### Clock wires, drivers and flops, run 1

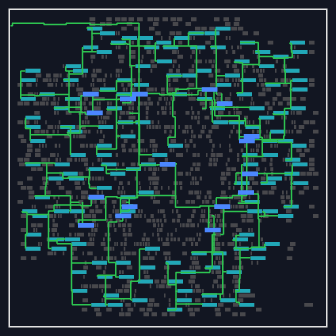
### Cells by drive strength, run 1

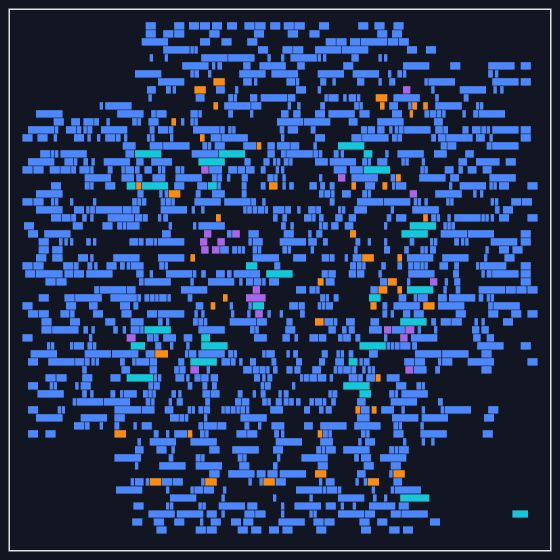
### Logic cells by family, run 1

The bar under the picture is 50 um long.
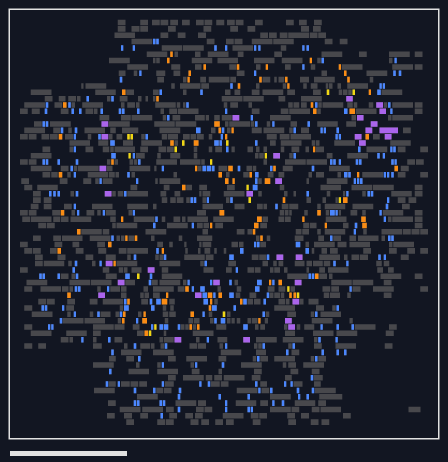
--- src/rtl/fib_seq_gen_if.sv ---
// Request/response bundle for fib_seq_gen: go/done handshake, job inputs,
// the final result and the live term stream.
interface fib_seq_gen_if #(
    parameter int INPUT_WIDTH  = 6,
    parameter int OUTPUT_WIDTH = 32
);
    logic                    go;
    logic [INPUT_WIDTH-1:0]  n;
    logic [OUTPUT_WIDTH-1:0] a0;
    logic [OUTPUT_WIDTH-1:0] b0;
    logic                    wrap;
    logic                    busy;
    logic                    done;
    logic [OUTPUT_WIDTH-1:0] result;
    logic                    overflow;
    logic                    term_valid;
    logic [OUTPUT_WIDTH-1:0] term;
    logic [INPUT_WIDTH-1:0]  term_idx;

    modport master (
        output go, n, a0, b0, wrap,
        input  busy, done, result, overflow, term_valid, term, term_idx
    );

    modport slave (
        input  go, n, a0, b0, wrap,
        output busy, done, result, overflow, term_valid, term, term_idx
    );
endinterface

--- src/rtl/fib_seq_gen.sv ---
// Generalised Fibonacci engine: F(k)=F(k-1)+F(k-2) from caller seeds, one term
// per clock, with a streamed term output and stop-or-wrap overflow handling.
module fib_seq_gen #(
    parameter int INPUT_WIDTH  = 6,
    parameter int OUTPUT_WIDTH = 32
) (
    input logic          clk,
    input logic          rst,
    fib_seq_gen_if.slave bus
);
    localparam logic [0:0] IDLE = 1'b0;
    localparam logic [0:0] CALC = 1'b1;

    logic [0:0]              state;
    logic [INPUT_WIDTH-1:0]  target;
    logic [INPUT_WIDTH-1:0]  cnt;
    logic [INPUT_WIDTH-1:0]  next_cnt;
    logic [OUTPUT_WIDTH-1:0] prev;
    logic [OUTPUT_WIDTH-1:0] cur;
    logic                    wrapmode;
    logic [OUTPUT_WIDTH:0]   sum;

    // The extra top bit of sum is the carry that signals overflow.
    assign sum      = {1'b0, prev} + {1'b0, cur};
    assign next_cnt = cnt + INPUT_WIDTH'(1);

    always_ff @(posedge clk or negedge rst) begin
        if (!rst) begin
            state          <= IDLE;
            target         <= '0;
            cnt            <= '0;
            prev           <= '0;
            cur            <= '0;
            wrapmode       <= 1'b0;
            bus.busy       <= 1'b0;
            bus.done       <= 1'b0;
            bus.result     <= '0;
            bus.overflow   <= 1'b0;
            bus.term_valid <= 1'b0;
            bus.term       <= '0;
            bus.term_idx   <= '0;
        end else begin
            bus.done       <= 1'b0;
            bus.term_valid <= 1'b0;
            case (state)
                IDLE: begin
                    if (bus.go) begin
                        target       <= bus.n;
                        wrapmode     <= bus.wrap;
                        bus.overflow <= 1'b0;
                        if (bus.n == '0) begin
                            bus.result <= bus.a0;
                            bus.done   <= 1'b1;
                        end else if (bus.n == INPUT_WIDTH'(1)) begin
                            bus.result <= bus.b0;
                            bus.done   <= 1'b1;
                        end else begin
                            prev       <= bus.a0;
                            cur        <= bus.b0;
                            cnt        <= INPUT_WIDTH'(1);
                            bus.result <= '0;
                            bus.busy   <= 1'b1;
                            state      <= CALC;
                        end
                    end
                end
                CALC: begin
                    // Stop policy: report the last representable term, never stream the bad one.
                    if (sum[OUTPUT_WIDTH] && !wrapmode) begin
                        bus.result   <= cur;
                        bus.overflow <= 1'b1;
                        bus.done     <= 1'b1;
                        bus.busy     <= 1'b0;
                        state        <= IDLE;
                    end else begin
                        prev           <= cur;
                        cur            <= sum[OUTPUT_WIDTH-1:0];
                        cnt            <= next_cnt;
                        bus.term_valid <= 1'b1;
                        bus.term       <= sum[OUTPUT_WIDTH-1:0];
                        bus.term_idx   <= next_cnt;
                        if (sum[OUTPUT_WIDTH]) begin
                            bus.overflow <= 1'b1;
                        end
                        if (next_cnt == target) begin
                            bus.result <= sum[OUTPUT_WIDTH-1:0];
                            bus.done   <= 1'b1;
                            bus.busy   <= 1'b0;
                            state      <= IDLE;
                        end
                    end
                end
                default: begin
                    state <= IDLE;
                end
            endcase
        end
    end
endmodule

--- src/flat_wrapper.sv ---
// flat-port wrapper written by rule: the top's interface ports become plain ports
module fib_seq_gen_flat 
#(
    parameter int INPUT_WIDTH  = 6,
    parameter int OUTPUT_WIDTH = 32
)
  (clk, rst, bus_go, bus_n, bus_a0, bus_b0, bus_wrap, bus_busy, bus_done, bus_result, bus_overflow, bus_term_valid, bus_term, bus_term_idx);
  fib_seq_gen_if #(.INPUT_WIDTH(INPUT_WIDTH), .OUTPUT_WIDTH(OUTPUT_WIDTH)) bus_i ();
  input logic clk;
  input logic rst;
  input wire logic [$bits(bus_i.go)-1:0] bus_go;
  input wire logic [$bits(bus_i.n)-1:0] bus_n;
  input wire logic [$bits(bus_i.a0)-1:0] bus_a0;
  input wire logic [$bits(bus_i.b0)-1:0] bus_b0;
  input wire logic [$bits(bus_i.wrap)-1:0] bus_wrap;
  output wire logic [$bits(bus_i.busy)-1:0] bus_busy;
  output wire logic [$bits(bus_i.done)-1:0] bus_done;
  output wire logic [$bits(bus_i.result)-1:0] bus_result;
  output wire logic [$bits(bus_i.overflow)-1:0] bus_overflow;
  output wire logic [$bits(bus_i.term_valid)-1:0] bus_term_valid;
  output wire logic [$bits(bus_i.term)-1:0] bus_term;
  output wire logic [$bits(bus_i.term_idx)-1:0] bus_term_idx;
  assign bus_i.go = bus_go;
  assign bus_i.n = bus_n;
  assign bus_i.a0 = bus_a0;
  assign bus_i.b0 = bus_b0;
  assign bus_i.wrap = bus_wrap;
  assign bus_busy = bus_i.busy;
  assign bus_done = bus_i.done;
  assign bus_result = bus_i.result;
  assign bus_overflow = bus_i.overflow;
  assign bus_term_valid = bus_i.term_valid;
  assign bus_term = bus_i.term;
  assign bus_term_idx = bus_i.term_idx;
  fib_seq_gen #(.INPUT_WIDTH(INPUT_WIDTH), .OUTPUT_WIDTH(OUTPUT_WIDTH)) u_core (.clk(clk), .rst(rst), .bus(bus_i));
endmodule
--- config.mk ---
export PLATFORM = sky130hd
export DESIGN_NAME = fib_seq_gen_flat
export DESIGN_NICKNAME = d
export VERILOG_FILES = /design/src/rtl/fib_seq_gen_if.sv /design/src/rtl/fib_seq_gen.sv /design/src/flat_wrapper.sv
export SDC_FILE = /design/constraint.sdc
export NUM_CORES = 1
export LEC_CHECK = 0
export CORE_MARGIN = 4
export CORE_UTILIZATION = 30
export CTS_CLUSTER_SIZE = 8
export DETAILED_ROUTE_END_ITERATION = 7
export GPL_TIMING_DRIVEN = 0
export PLACE_DENSITY_LB_ADDON = 0.1
export SLEW_MARGIN = 20
export SYNTH_ARGS = -nofsm -noshare
export SYNTH_HDL_FRONTEND = slang
export SYNTH_SLANG_ARGS = --single-unit
--- constraint.sdc ---
create_clock -name clk -period 6.15 [get_ports clk]
set_clock_uncertainty 0.15 [all_clocks]
set_input_delay 1.5375 -clock clk [delete_from_list [all_inputs] [get_ports clk]]
set_output_delay 1.5375 -clock clk [all_outputs]
set_load 0.01 [all_outputs]
==> out/results.tsv, run 1 <==
stage	metric	value	unit
setup_path	Worst R2R End	u_core.bus.result[16]	
timing	RSZ-0062 raised after global routing	false	
setup_path	most frequent CP cell	clkbuf_1	
placed_design	DP HPWL	25.8	mm
detailed_routing	Final ANT Viol Nets	0	
clocking	Root Driver	clkbuf_16	
synthesis	Unique cell types	63	
setup_path	Cell Chain, Critical Path	ha_1 > clkbuf_1 > nand2_1 > a21oi_1 > nor3_1 > a31oi_1 > o21ai_1 > and2_1 > clkbuf_1 > clkbuf_1 > o221ai_1	
global_route	first-pass GRT wire length	53.4	mm
setup_path	CP Class	reg2reg	
job	max-cap violations	0	
setup_path	r2r startpoint	u_core.cur[11]	
layout	clk tree area frac	0.0471	
synthesis	ys flops	152	
global_route	global-route usage over all layers	0.208	
synthesis	Post-synth EDFFs	0	
synthesis	yosys warns	0	
setup_path	Required @ worst endpoint	6260	ps
hold_path	Hold Crit Class	reg2reg	
layout	sequential cell area share	0.322	
setup_path	CP endpoint	u_core.bus.result[16]	
clocking	Latency at later pin	440	ps
floorplanning	Starting Density	0.303	
detailed_routing	drt drc	0	
setup_path	peak per-stage delay on the critical path	730	ps
placed_design	PortBufs	146	
floorplanning	Die Y	184	um
layout	Comb area share	0.428	
floorplanning	chip width	184	um
global_route	gr busiest metal	met2	
hold_path	Hold EP	u_core.bus.term_idx[5]	
clocking	Reg clk slew, reported paths	80	ps
setup_path	critical path arrival	4280	ps
clocking	hold_buf cts	0	
synthesis	area leader, netlist	dfrtp_1	
layout	Comb area	5050	um^2
detailed_routing	routed wire length per instance	21.5	um
synthesis	Post-Syn Nets	1161	
layout	fillers	3162	
timing	Slew Limit Headroom	0.221	
floorplanning	chip area	33700	um^2
synthesis	Synth top cell by count	nand2_1	
layout	Logic Gate Count	820	
timing	setup TNS	0	ps
layout	most numerous logic cells after layout	nand2_1, dfrtp_1, clkdlybuf4s50_1	
clocking	Sink Count	152	
global_route	largest net degree at the start of global routing	82	
status	status	finished, final reports clean	
layout	share of post-route cells with drive strength above 1	0.0763	
detailed_routing	total number of vias	8527	
setup_path	Worst Path Max Fanout	10	
layout	clock buffer count	18	
synthesis	ys flop type	dfrtp_1	
layout	ANT cells	0	
setup_path	crit path launch type	register	
clocking	cts repair resizes	0	
layout	non-clock inverter count in the final layout	19	
floorplanning	core region area	30500	um^2
timing	Slew Limit Fails	0	
layout	register area	3800	um^2
synthesis	Avg Inst Size Synth	8.78	um^2
synthesis	share of the synthesized area in the top cell type	0.411	
synthesis	Post-Syn Instances	1053	
setup_path	WP buf/inv	3	
setup_path	Crit. Startpoint	u_core.cur[11]	
setup_path	slowest cell on the critical path	clkbuf_1	
detailed_routing	routed vias/inst	5.24	
job	Tool Warnings	26	
layout	Layout Cells excl Fill	1628	
synthesis	mapped cell area	9240	um^2
floorplanning	# IOs	148	
global_route	via count of the first global-routing pass	8633	
timing	Least-Margin Pin Slew	1170	ps
placed_design	pre-CTS setup slack	1690	ps
layout	dominant logic cell type in the layout	nand2_1	
clocking	Max Buffers Root-to-Sink	2	
floorplanning	row cnt	64	
-- 'Clock wires, drivers and flops' (at the start) --
cyan -> flip-flops  # count 152
blue -> clock-net drivers  # count 17
green -> clock wires  # length 2,650 um
flops lie = all over the die
routed clock nets = 18

-- 'Cells by drive strength' (at the start) --
cyan -> x6 and larger  # cells 29, share 2.4%
blue -> x1 and smaller  # cells 1,138, share 92%
orange -> x2  # cells 45, share 3.7%
purple -> x3 and x4  # cells 20, share 1.6%
Non-CTS buffers: 209
final worst slack: 1990 ps
Area Overhead vs Synth: 27.6%
fin area: 11,800 um^2

-- 'Logic cells by family' (at the start) --
yellow -> inv cells  # cells 19
orange -> nor cells  # cells 90
blue -> nand cells  # cells 277, where all over the die
purple -> xor and xnor cells  # cells 32

==> run 1: flip-flops by register name, indices dropped and copies added (netlist names) <==
| name | flops |
|---|---|
| u_core.bus.busy | 1 |
| u_core.bus.done | 1 |
| u_core.bus.overflow | 1 |
| u_core.bus.result | 32 |
| u_core.bus.term | 32 |
| u_core.bus.term_idx | 6 |
| u_core.bus.term_valid | 1 |
| u_core.cnt | 6 |
| u_core.cur | 32 |
| u_core.prev | 32 |
| u_core.state | 1 |
| u_core.target | 6 |
| u_core.wrapmode | 1 |
==> run 1: kinds of logic after synthesis <==
group	count (synthesis)	synth area share
and+or+nand+nor	388	0.180
AOI/OAI and AO/OA	275	0.187
DFF	152	0.411
muxes	91	0.100
buffers and inverters	81	0.0430
adders and majority gates	34	0.0468
xor gates and xnor gates	32	0.0318
## Run 2: what changed since run 1
- clock period: 6.15 -> 4.1 ns (I/O delays scaled with it)
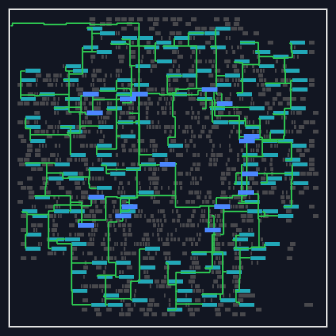
*Clock wires, drivers and flops, run 2*
cyan -> flip-flops  # count 152
green -> clock wires  # length 2,650 um
blue -> clock-net drivers  # count 17
routed clock nets = 18
flops lie = all over the die

==> run 2 against run 1 <==
Hold slack is essentially flat; synthesized cell count unchanged; register-to-register slack got worse by 1800 ps; highest routed layer unchanged.
==> out/results.tsv, run 2 <==
stage	metric	value	unit	change
status	status	finished, final reports clean		unchanged
setup_path	most frequent CP cell	buf_2		was clkbuf_1
floorplanning	Die Y	184	um	unchanged
setup_path	CP endpoint	u_core.bus.result[17]		was u_core.bus.result[16]
setup_path	r2r startpoint	u_core.cur[5]		was u_core.cur[11]
synthesis	area leader, netlist	dfrtp_1		unchanged
setup_path	slowest cell on the critical path	dfrtp_1		was clkbuf_1
timing	RSZ-0062 raised after global routing	false		unchanged
placed_design	PortBufs	146		unchanged
synthesis	share of the synthesized area in the top cell type	0.411		unchanged
floorplanning	Starting Density	0.303		unchanged
synthesis	Avg Inst Size Synth	8.78	um^2	unchanged
timing	Slew Limit Headroom	0.233		was 0.221
synthesis	Post-Syn Instances	1053		unchanged
clocking	Reg clk slew, reported paths	80	ps	about the same
synthesis	xor and xnor area share after synthesis	0.0318		unchanged
detailed_routing	Final ANT Viol Nets	0		unchanged
layout	register area	3800	um^2	unchanged
timing	setup TNS	0	ps	unchanged
setup_path	CP Class	reg2reg		unchanged
placed_design	pre-CTS setup slack	81.9	ps	was 1690 ps
synthesis	Post-Syn Nets	1161		unchanged
floorplanning	# IOs	148		unchanged
layout	Layout Cells excl Fill	1628		unchanged
synthesis	mapped cell area	9240	um^2	unchanged
clocking	Sink Count	152		unchanged
synthesis	Compound-Gate Fraction of Synth Area	0.187		unchanged
setup_path	critical path arrival	4050	ps	was 4280 ps
detailed_routing	routed vias/inst	5.24		about the same
global_route	largest net degree at the start of global routing	82		unchanged
layout	fillers	3161		was 3,162
floorplanning	chip width	184	um	unchanged
layout	Comb area	5060	um^2	was 5050 um^2
synthesis	main logic family after synthesis	AND-OR/OR-AND gates		unchanged
global_route	first-pass GRT wire length	53.4	mm	unchanged
layout	most numerous logic cells after layout	nand2_1, dfrtp_1, clkdlybuf4s50_1		unchanged
job	max-cap violations	0		unchanged
setup_path	Crit. Startpoint	u_core.cur[5]		was u_core.cur[11]
hold_path	Hold Crit Class	reg2reg		unchanged
synthesis	and+or+nand+nor area frac	0.180		unchanged
synthesis	Post-synth EDFFs	0		unchanged
synthesis	ys flops	152		unchanged
detailed_routing	routed wire length per instance	21.5	um	about the same
floorplanning	core region area	30500	um^2	unchanged
synthesis	yosys warns	0		unchanged
setup_path	Cell Chain, Critical Path	ha_1 > a21o_1 > or3_1 > o211ai_2 > a31oi_1 > o21ai_1 > and2_1 > clkbuf_1 > buf_2 > buf_2 > nand2_1 > o221ai_1		was ha_1 > clkbuf_1 > nand2_1 > a21oi_1 > nor3_1 > a31oi_1 > o21ai_1 > and2_1 > clkbuf_1 > clkbuf_1 > o221ai_1
setup_path	Worst R2R End	u_core.bus.result[17]		was u_core.bus.result[16]
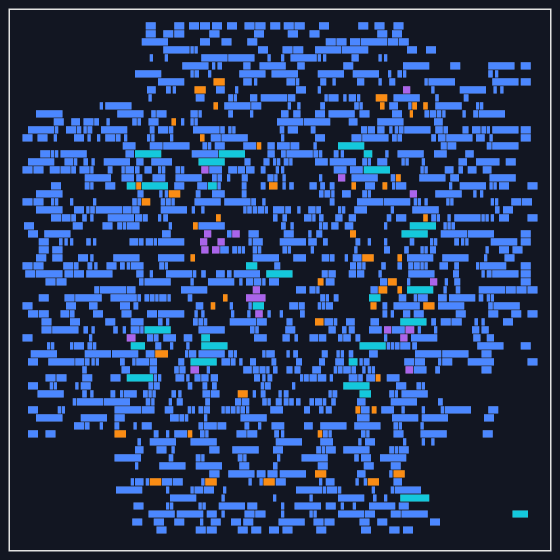
*Cells by drive strength, run 2*
blue -> x1 and smaller  # cells 1,135, share 92%
purple -> x3 and x4  # cells 20, share 1.6%
cyan -> x6 and larger  # cells 29, share 2.4%
orange -> x2  # cells 48, share 3.9%
Area Overhead vs Synth: 27.7%
fin area: 11,800 um^2
final worst slack: 234 ps

-- run 2: final cells by class --
class                      instances  area share
buffer                            62      0.0279
clock buffer                      18      0.0372
clock inverter                    14     0.00985
inverter                          19     0.00604
multi-input combinational        820       0.428
sequential                       152       0.322
tap                              396      0.0420
timing repair buffer             147       0.127
-- run 2: stage by stage --
step                instance area (um^2)  utilization
floorplan                           9240            -
global placement                   11200        0.367
detailed placement                 11200        0.368
CTS                                11800        0.387
global route                       11800        0.387
finish                             11800        0.387
-- run 2: metal layers --
layer,GRT usage,share of wire,vias up
li1,-,-,4085
met1,0.290,0.47,4197
met2,0.343,0.47,225
met3,0.0368,0.049,22
met4,0.0381,0.011,0
met5,0,0,-
## Run 3: what changed since run 2
- CTS_CLUSTER_DIAMETER: not set -> 40
- SETUP_SLACK_MARGIN: not set -> 0.2
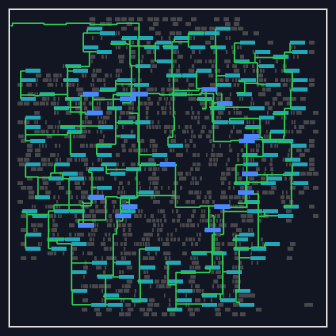
*Clock wires, drivers and flops, run 3*
green -> clock wires  # length 2,650 um
cyan -> flip-flops  # count 152
blue -> clock-net drivers  # count 17
flops lie = all over the die
routed clock nets = 18

==> run 3 against run 2 <==
Fmax grew 3.0%; largest cell class unchanged; setup slack gained 110 ps; critical path type unchanged; via count shrank 0.42%; first-iteration DRC count grew 2.5%; global-route usage is essentially flat; highest routed layer unchanged; hold slack is essentially flat; flip-flop count is the same.
==> out/results.tsv, run 3 <==
stage	metric	value	unit	change
detailed_routing	drt drc	0		unchanged
global_route	GRT met3 Usage	0.0368		unchanged
detailed_routing	routed wire length per instance	21.5	um	about the same
synthesis	ys flops	152		unchanged
setup_path	CP endpoint	u_core.bus.done		was u_core.bus.result[17]
synthesis	Post-Syn Instances	1053		unchanged
global_route	via count of the first global-routing pass	8629		was 8,633
setup_path	r2r startpoint	u_core.cur[5]		unchanged
hold_path	Hold Crit Class	reg2reg		unchanged
detailed_routing	WL met2	16.6	mm	was 16.5 mm
floorplanning	chip area	33700	um^2	unchanged
layout	share of post-route cells with drive strength above 1	0.0804		was 0.0787
status	status	finished, final reports clean		unchanged
global_route	GR Util met1	0.291		was 0.290
detailed_routing	met3 wire len	1.81	mm	was 1.73 mm
global_route	first-pass GRT wire length	53.4	mm	unchanged
detailed_routing	top sig layer	met4		unchanged
setup_path	slowest cell on the critical path	clkbuf_1		was dfrtp_1
floorplanning	row cnt	64		unchanged
setup_path	Cell Chain, Critical Path	ha_1 > a21o_1 > or3_1 > o211ai_4 > a31o_1 > a21oi_2 > o21ai_1 > clkbuf_1 > o21ai_0		was ha_1 > a21o_1 > or3_1 > o211ai_2 > a31oi_1 > o21ai_1 > and2_1 > clkbuf_1 > buf_2 > buf_2 > nand2_1 > o221ai_1
clocking	CTS tree	yes		unchanged
floorplanning	Die Y	184	um	unchanged
timing	RSZ-0062 raised after global routing	false		unchanged
clocking	Sink Count	152		unchanged
timing	final worst slack	348	ps	was 234 ps
synthesis	area leader, netlist	dfrtp_1		unchanged
floorplanning	core region area	30500	um^2	unchanged
synthesis	share of the synthesized area in the top cell type	0.411		unchanged
timing	setup TNS	0	ps	unchanged
clocking	Max Buffers Root-to-Sink	2		unchanged
timing	Least-Margin Pin Slew	1160	ps	was 1150 ps
global_route	largest net degree at the start of global routing	82		unchanged
synthesis	Avg Inst Size Synth	8.78	um^2	unchanged
placed_design	DP HPWL	25.8	mm	unchanged
setup_path	Crit. Startpoint	u_core.cur[5]		unchanged
job	Tool Warnings	27		was 26
floorplanning	Starting Density	0.303		unchanged
setup_path	Worst R2R End	u_core.bus.done		was u_core.bus.result[17]
synthesis	Synth top cell by count	nand2_1		unchanged
global_route	global-route usage over all layers	0.208		about the same
setup_path	critical path arrival	3860	ps	was 4050 ps
placed_design	PortBufs	146		unchanged
setup_path	peak per-stage delay on the critical path	740	ps	was 420 ps
clocking	hold_buf cts	0		unchanged
detailed_routing	total number of vias	8493		was 8,529
hold_path	Hold EP	u_core.bus.term_idx[5]		unchanged
placed_design	pre-CTS setup slack	81.9	ps	unchanged
placed_design	Post-DP Area	11200	um^2	unchanged
setup_path	crit path launch type	register		unchanged
layout	register area	3800	um^2	unchanged
layout	ANT cells	0		unchanged
synthesis	Unique cell types	63		unchanged
layout	most numerous logic cells after layout	nand2_1, dfrtp_1, clkdlybuf4s50_1		unchanged
setup_path	WP buf/inv	1		was 3
layout	fin area	11800	um^2	about the same
synthesis	ys flop type	dfrtp_1		unchanged
layout	Comb area	5080	um^2	was 5060 um^2
timing	Slew Limit Headroom	0.225		was 0.233
synthesis	Post-Syn Nets	1161		unchanged
layout	Area Overhead vs Synth	28.1	%	was 27.7%
setup_path	Required @ worst endpoint	4210	ps	was 4280 ps
setup_path	CP Class	reg2reg		unchanged
global_route	GRT met2 Usage	0.343		unchanged
synthesis	mapped cell area	9240	um^2	unchanged
clocking	Root Driver	clkbuf_16		unchanged
detailed_routing	Metal-1 WL	16.3	mm	about the same
detailed_routing	Final ANT Viol Nets	0		unchanged
job	max-cap violations	0		unchanged
layout	post-layout util	0.388		was 0.387
layout	fillers	3159		was 3,161
synthesis	yosys warns	0		unchanged
global_route	gr busiest metal	met2		unchanged
floorplanning	# IOs	148		unchanged
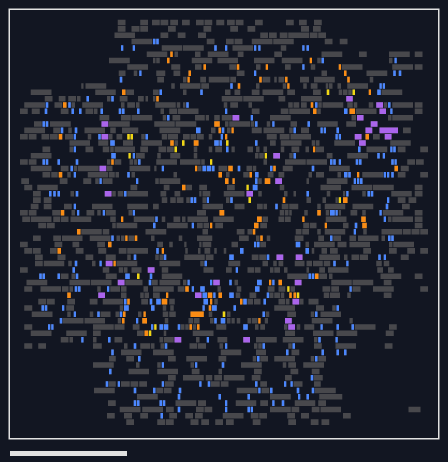
*Logic cells by family, run 3*
The bar under the picture is 50 um long.
purple -> xor and xnor cells  # cells 32
blue -> nand cells  # cells 277, where all over the die
orange -> nor cells  # cells 90
yellow -> inv cells  # cells 19
dominant logic cell type in the layout: nand2_1
Layout Cells excl Fill: 1,628
Comb area share: 0.430

[run 3: final cells by class]
type,count,area share
multi-input combinational,820,0.430
sequential,152,0.321
timing repair buffer,147,0.126
tap,396,0.0419
clock buffer,18,0.0371
buffer,62,0.0282
clock inverter,14,0.00983
inverter,19,0.00602
[run 3: cell families (layout without fill, tap and decap cells)]
kind of cell / count (synthesis) / in the layout / synth area share
xor+xnor: 32 / 32 / 0.0318
simple gates: 388 / 388 / 0.180
buf+inv: 81 / 260 / 0.0430
flops: 152 / 152 / 0.411
fa+ha+maj: 34 / 34 / 0.0468
mux: 91 / 91 / 0.100
compound gates: 275 / 275 / 0.187
[run 3: repair_timing]
action	in CTS	in global routing
endpoints found under the hold margin	0	0
gates resized	3	6
setup endpoints to repair	12	79
pin swaps	0	0
